--- config.mk ---
export PLATFORM = sky130hd
export DESIGN_NAME = rom_serial_link_flat
export DESIGN_NICKNAME = d
export VERILOG_FILES = /design/src/rtl/rom_serial_link_if.sv /design/src/rtl/rom_serial_link.sv /design/src/flat_wrapper.sv
export SDC_FILE = /design/constraint.sdc
export NUM_CORES = 1
export LEC_CHECK = 0
export CORE_MARGIN = 1
export CORE_UTILIZATION = 30
export DETAILED_ROUTE_END_ITERATION = 8
export GPL_TIMING_DRIVEN = 0
export PLACE_DENSITY = 0.51
export SLEW_MARGIN = 20
export SYNTH_ARGS = -nofsm -noshare
export SYNTH_HDL_FRONTEND = slang
export SYNTH_SLANG_ARGS = --single-unit
--- constraint.sdc ---
create_clock -name clk -period 2.6 [get_ports clk]
set_input_delay 0.52 -clock clk [delete_from_list [all_inputs] [get_ports clk]]
set_output_delay 0.52 -clock clk [all_outputs]
set_load 0.1 [all_outputs]
--- src/rtl/rom_serial_link_if.sv ---
// rom_serial_link_if: burst request handshake plus serial stream and receiver outputs.
interface rom_serial_link_if #(
    parameter int WIDTH = 8,
    parameter int AW = 2
);
    logic start;
    logic [AW-1:0] start_addr;
    logic [AW-1:0] burst_len;
    logic busy;
    logic so;
    logic so_valid;
    logic [WIDTH-1:0] rx_word;
    logic rx_valid;
    logic done;
    modport master (
        output start, start_addr, burst_len,
        input busy, so, so_valid, rx_word, rx_valid, done
    );
    modport slave (
        input start, start_addr, burst_len,
        output busy, so, so_valid, rx_word, rx_valid, done
    );
endinterface

--- src/rtl/rom_serial_link.sv ---
// rom_serial_link: bursts constant-ROM words through a PISO stage into a loopback SIPO receiver.
module rom_serial_link #(
    parameter int WIDTH = 8,
    parameter int DEPTH = 4,
    parameter int AW = $clog2(DEPTH),
    parameter int MSB_FIRST = 1
) (
    input logic clk,
    input logic rst,
    rom_serial_link_if.slave s
);
    localparam int BW = $clog2(WIDTH);
    typedef enum logic [1:0] {IDLE, LOAD, SHIFT, DONE} state_t;
    state_t state_q, state_d;
    logic [WIDTH-1:0] sr_q, sr_d, rx_sh_q, rx_sh_d, rx_word_q, rx_word_d;
    logic [WIDTH-1:0] rom_word, rx_next;
    logic [BW-1:0] bit_q, bit_d;
    logic [AW-1:0] wcnt_q, wcnt_d, len_q, len_d, cur_q, cur_d;
    logic rx_valid_q, rx_valid_d;
    logic so_bit;
    assign rom_word = WIDTH'(32'(cur_q) * 32'd167 + 32'd15);
    assign so_bit = MSB_FIRST != 0 ? sr_q[WIDTH-1] : sr_q[0];
    assign rx_next = MSB_FIRST != 0 ? {rx_sh_q[WIDTH-2:0], so_bit} : {so_bit, rx_sh_q[WIDTH-1:1]};
    always_ff @(posedge clk or posedge rst) begin
        if (rst) begin
            state_q <= IDLE;
            sr_q <= '0;
            rx_sh_q <= '0;
            rx_word_q <= '0;
            bit_q <= '0;
            wcnt_q <= '0;
            len_q <= '0;
            cur_q <= '0;
            rx_valid_q <= 1'b0;
        end else begin
            state_q <= state_d;
            sr_q <= sr_d;
            rx_sh_q <= rx_sh_d;
            rx_word_q <= rx_word_d;
            bit_q <= bit_d;
            wcnt_q <= wcnt_d;
            len_q <= len_d;
            cur_q <= cur_d;
            rx_valid_q <= rx_valid_d;
        end
    end
    always_comb begin
        state_d = state_q;
        sr_d = sr_q;
        rx_sh_d = rx_sh_q;
        rx_word_d = rx_word_q;
        bit_d = bit_q;
        wcnt_d = wcnt_q;
        len_d = len_q;
        cur_d = cur_q;
        rx_valid_d = 1'b0;
        case (state_q)
            IDLE: if (s.start) begin
                state_d = LOAD;
                cur_d = 32'(s.start_addr) >= DEPTH ? '0 : s.start_addr;
                len_d = s.burst_len;
                wcnt_d = '0;
            end
            LOAD: begin
                sr_d = rom_word;
                bit_d = '0;
                state_d = SHIFT;
            end
            SHIFT: begin
                sr_d = MSB_FIRST != 0 ? sr_q << 1 : sr_q >> 1;
                rx_sh_d = rx_next;
                bit_d = bit_q + 1'b1;
                if (bit_q == BW'(WIDTH - 1)) begin
                    rx_word_d = rx_next;
                    rx_valid_d = 1'b1;
                    state_d = wcnt_q == len_q ? DONE : LOAD;
                    wcnt_d = wcnt_q == len_q ? wcnt_q : wcnt_q + 1'b1;
                    cur_d = wcnt_q == len_q ? cur_q : (cur_q == AW'(DEPTH - 1) ? '0 : cur_q + 1'b1);
                end
            end
            DONE: state_d = IDLE;
        endcase
    end
    assign s.busy = state_q == LOAD || state_q == SHIFT;
    assign s.so = state_q == SHIFT && so_bit;
    assign s.so_valid = state_q == SHIFT;
    assign s.rx_word = rx_word_q;
    assign s.rx_valid = rx_valid_q;
    assign s.done = state_q == DONE;
endmodule

--- src/flat_wrapper.sv ---
// flat-port wrapper written by rule: the top's interface ports become plain ports
module rom_serial_link_flat 
#(
    parameter int WIDTH = 8,
    parameter int DEPTH = 4,
    parameter int AW = $clog2(DEPTH),
    parameter int MSB_FIRST = 1
)
  (clk, rst, s_start, s_start_addr, s_burst_len, s_busy, s_so, s_so_valid, s_rx_word, s_rx_valid, s_done);
  rom_serial_link_if #(.WIDTH(WIDTH), .AW(AW)) s_i ();
  input logic clk;
  input logic rst;
  input wire logic [$bits(s_i.start)-1:0] s_start;
  input wire logic [$bits(s_i.start_addr)-1:0] s_start_addr;
  input wire logic [$bits(s_i.burst_len)-1:0] s_burst_len;
  output wire logic [$bits(s_i.busy)-1:0] s_busy;
  output wire logic [$bits(s_i.so)-1:0] s_so;
  output wire logic [$bits(s_i.so_valid)-1:0] s_so_valid;
  output wire logic [$bits(s_i.rx_word)-1:0] s_rx_word;
  output wire logic [$bits(s_i.rx_valid)-1:0] s_rx_valid;
  output wire logic [$bits(s_i.done)-1:0] s_done;
  assign s_i.start = s_start;
  assign s_i.start_addr = s_start_addr;
  assign s_i.burst_len = s_burst_len;
  assign s_busy = s_i.busy;
  assign s_so = s_i.so;
  assign s_so_valid = s_i.so_valid;
  assign s_rx_word = s_i.rx_word;
  assign s_rx_valid = s_i.rx_valid;
  assign s_done = s_i.done;
  rom_serial_link #(.WIDTH(WIDTH), .DEPTH(DEPTH), .AW(AW), .MSB_FIRST(MSB_FIRST)) u_core (.clk(clk), .rst(rst), .s(s_i));
endmodule
==> metrics.cfg <==
[floorplanning]
ios = 20
core.rowCount = 26
dieWidth_microns = 76.3
dieArea_sq_mm = 0.00581
fp_util_pct = 31.8
core_area_sq_mm = 0.00520
die.size.y_microns = 76.3

[logic_synthesis]
syn_inst = 139
synth_sequential_area_ratio_pct = 53.0
synth_area_sq_mm = 0.00165
mappedNetlistNets = 155
synth_flops = 35
ys_cells = 139
avgSynthCellArea_sq_um = 11.9
yosysUniqueCellTypes = 30

[layout]
diodes = 0
final_cells = 235
mostFrequentLayoutCells = dfrtp_1, mux2_2, clkdlybuf4s50_1, inv_1, a21oi_1
drive_above_1_share_pct = 23.6
design_area_sq_mm = 0.00202
area_growth_syn_to_layout_pct = 22.2
lay_top_count = dfrtp_1
num-nets-final = 181

[drt]
drc = 0
first_pass_iters = 4
post_drt_via_cell_ratio = 4.62
first_iter_violations = 33
num_vias = 1085
wirelength_microns = 2980
antenna_left = 0

[grt]
grt-ovfl-total = 0
antenna_found_initial = 0
grt_usage_pct = 12.1

[sta]
slew_viol_final = 0
worstMarginPinSlew_ps = 965
max_slew_margin_pct = 35.5
fin_crit_ps = 2520
rsz0062_at_grt = false
setup_viol_count_final = 0
hold_viol = 0
max_freq_ghz = 0.397

[power_and_ir_drop]
p_leak_nw = 0.944
ir_worst_vdd_mv = 0.960

[place]
routabilityCongestion = 0.808
portBuffers = 19
place_inst = 228
place_area_sq_mm = 0.00193
dp_hpwl_microns = 2120

[setup_path]
cp.required_ps = 2080
endpoint_kind = output pin
crit_fanout = 5
crit_type = register to output pin
critical_path.startpoint_type = register
crit_arrival_ps = 2000

[cts]
cts_root_buffer = clkbuf_8
path_clk_slew_ps = 70
clk_latency_ps = 280
htree_levels = 2
post-cts-setup-buffers = 0
cts_inserted_buffers = 5
cts_tree = built
ctsLongestPathBuffers = 2
clock-sinks = 35
ctsHoldBuffers = 0

[flow_run]
tool_warnings = 31

[min_path]
min_path_type = register to register

[outcome]
outcome = completed

[power breakdown]
part	internal [W]	total, W	switching, W	leakage (nW)
Clock	0.000208	0.000392	0.000184	0.0470
Sequential	0.000739	0.000885	0.000147	0.444
Combinational	0.000533	0.00136	0.000826	0.453
Total	0.00148	0.00264	0.00116	0.944
[path summary, 6_finish.rpt]
kind | slack [ps] | startpoint | cells past startpoint | endpoint
max | 80 | u_core.state_q[1] | 2 | s_done
min | 500 | u_core.sr_q[1] | 1 | u_core.sr_q[2]
max reg2reg | 980 | u_core.state_q[1] | 5 | u_core.bit_q[1]
min reg2reg | 500 | u_core.sr_q[1] | 1 | u_core.sr_q[2]
max in group asynchronous | 1450 | rst | 2 | u_core.wcnt_q[1]
min in group asynchronous | 690 | rst | 2 | u_core.s.rx_word[7]
[worst max-delay path, cell delays in order, from the launching register on]
cell             delay (ps)
dfrtp_1                 420
ha_1                    170
clkdlybuf4s50_1        1120
[registers in the layout, summed over array words and instances, names as in the netlist]
| signal | flops |
|---|---|
| u_core.wcnt_q | 2 |
| u_core.rx_sh_q | 7 |
| u_core.sr_q | 8 |
| u_core.len_q | 2 |
| u_core.state_q | 2 |
| u_core.cur_q | 2 |
| u_core.s.rx_valid | 1 |
| u_core.s.rx_word | 8 |
| u_core.bit_q | 3 |
[stage by stage]
| step | total power [W] | worst slack, ps | setup TNS, ps | util [%] |
|---|---|---|---|---|
| after floorplan | 0.00201 | 10.4 | 0 | - |
| after global placement | 0.00225 | -172 | -172 | 37.2 |
| after detailed placement | 0.00230 | -168 | -168 | 37.2 |
| after CTS | 0.00268 | 68.9 | 0 | 38.8 |
| after global routing | 0.00287 | 0.856 | 0 | 38.8 |
| final | 0.00264 | 81.5 | 0 | 38.8 |
[cells by family after synthesis]
logic type      synth area share, %
compound gates                 12.5
xor+xnor                       2.12
fa+ha+maj                      6.81
buf+inv                        4.54
flops                          53.0
mux                            14.8
simple gates                   6.36
[Yosys cell counts (all sizes together)]
master	instances	area, sq um
a21o	1	7.51
a21oi	10	50.1
a2bb2oi	1	26.3
a31oi	2	12.5
a32oi	1	8.76
and2	1	6.26
and2b	1	8.76
buf	4	22.5
clkbuf	1	3.75
dfrtp	35	876
ha	9	113
inv	13	48.8
mux2	19	214
mux2i	3	30.0
nand2	6	25.0
nand2b	1	6.26
nand3	3	15.0
nand3b	1	11.3
nor2	7	26.3
nor2b	1	6.26
o211ai	1	12.5
o21ai	9	45.0
o221ai	1	8.76
o22a	2	17.5
o2bb2ai	2	17.5
xnor2	2	17.5
xor2	2	17.5
[cell type report]
cell class	instances	area [sq um]	area share, %
clock buffers	6	82.6	4.09
clock inverters	1	5.00	0.248
well taps	70	87.6	4.33
plain buffers	5	26.3	1.30
flip-flops and latches	35	876	43.3
multi-input cells	86	706	34.9
inverters	13	48.8	2.41
repair buffers	19	189	9.35
[layer usage]
metal	GRT usage, %	vias to the layer above	share of wire, %	wire length [microns]
met5	0	-	0	0
met4	6.35	0	1.7	52
met3	3.59	5	4.0	120
met2	18.5	22	47	1390
met1	15.3	531	47	1410
li1	-	527	-	-
### PDN straps and rails

Bar = 20 microns. Pins as bars on the die edge.
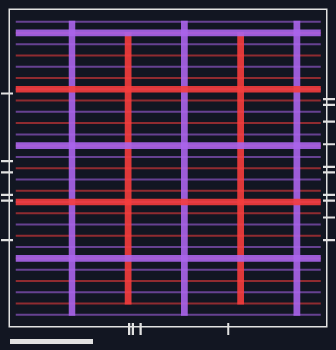
- VDD: red
- VSS: purple
- met4 straps: 5
- met5 straps: 5
- rows: 26
- signal pins: 20

### Placed cells, one color a class

Fill, decap, tap and diode cells in gray.
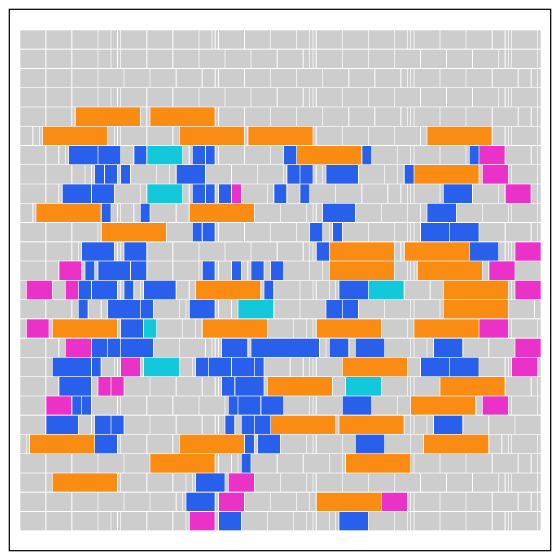
- clock drivers and dummy loads: cyan (cells 7)
- flip-flops: orange (cells 35)
- other buffers and delay cells: magenta (cells 24)
- all other logic: blue (cells 99)

### Clock network drawn from the DEF

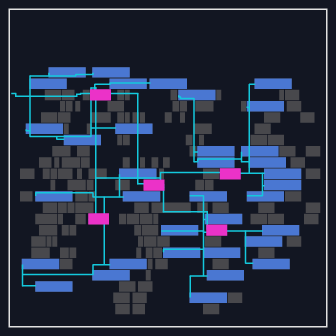
- flip-flops: blue (count 35)
- clock wires: cyan (length 466 microns)
- cells driving clock nets: magenta (count 5)
- routed clock nets: 6

### Metal layers overlaid

Bar = 20 microns. Only two layers are drawn.
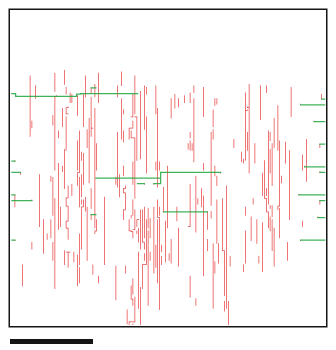
- met3: green (wire length 121 microns)
- met2: red (wire length 1390 microns)

### The clock network

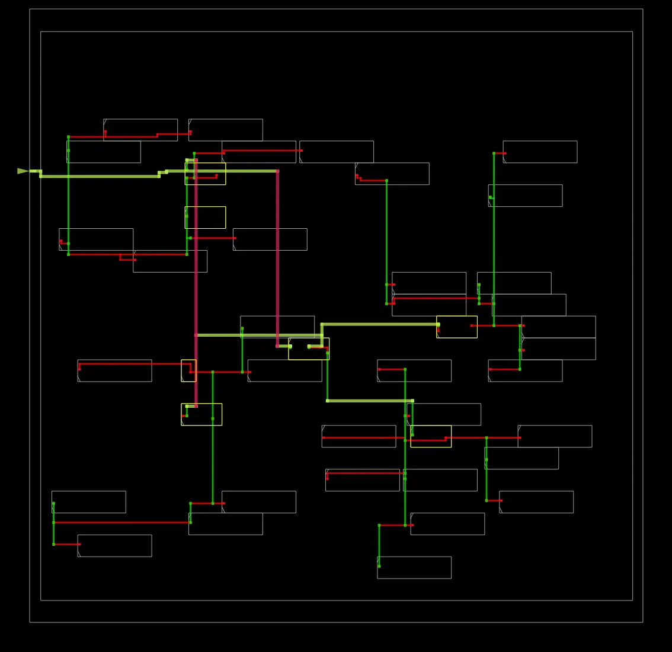
clock-net power: 0.000392 W
Max Clock Skew: 4.33 ps
Seq cells: 35
# clk buffers: 6

Power and IR drop assume default switching activity.
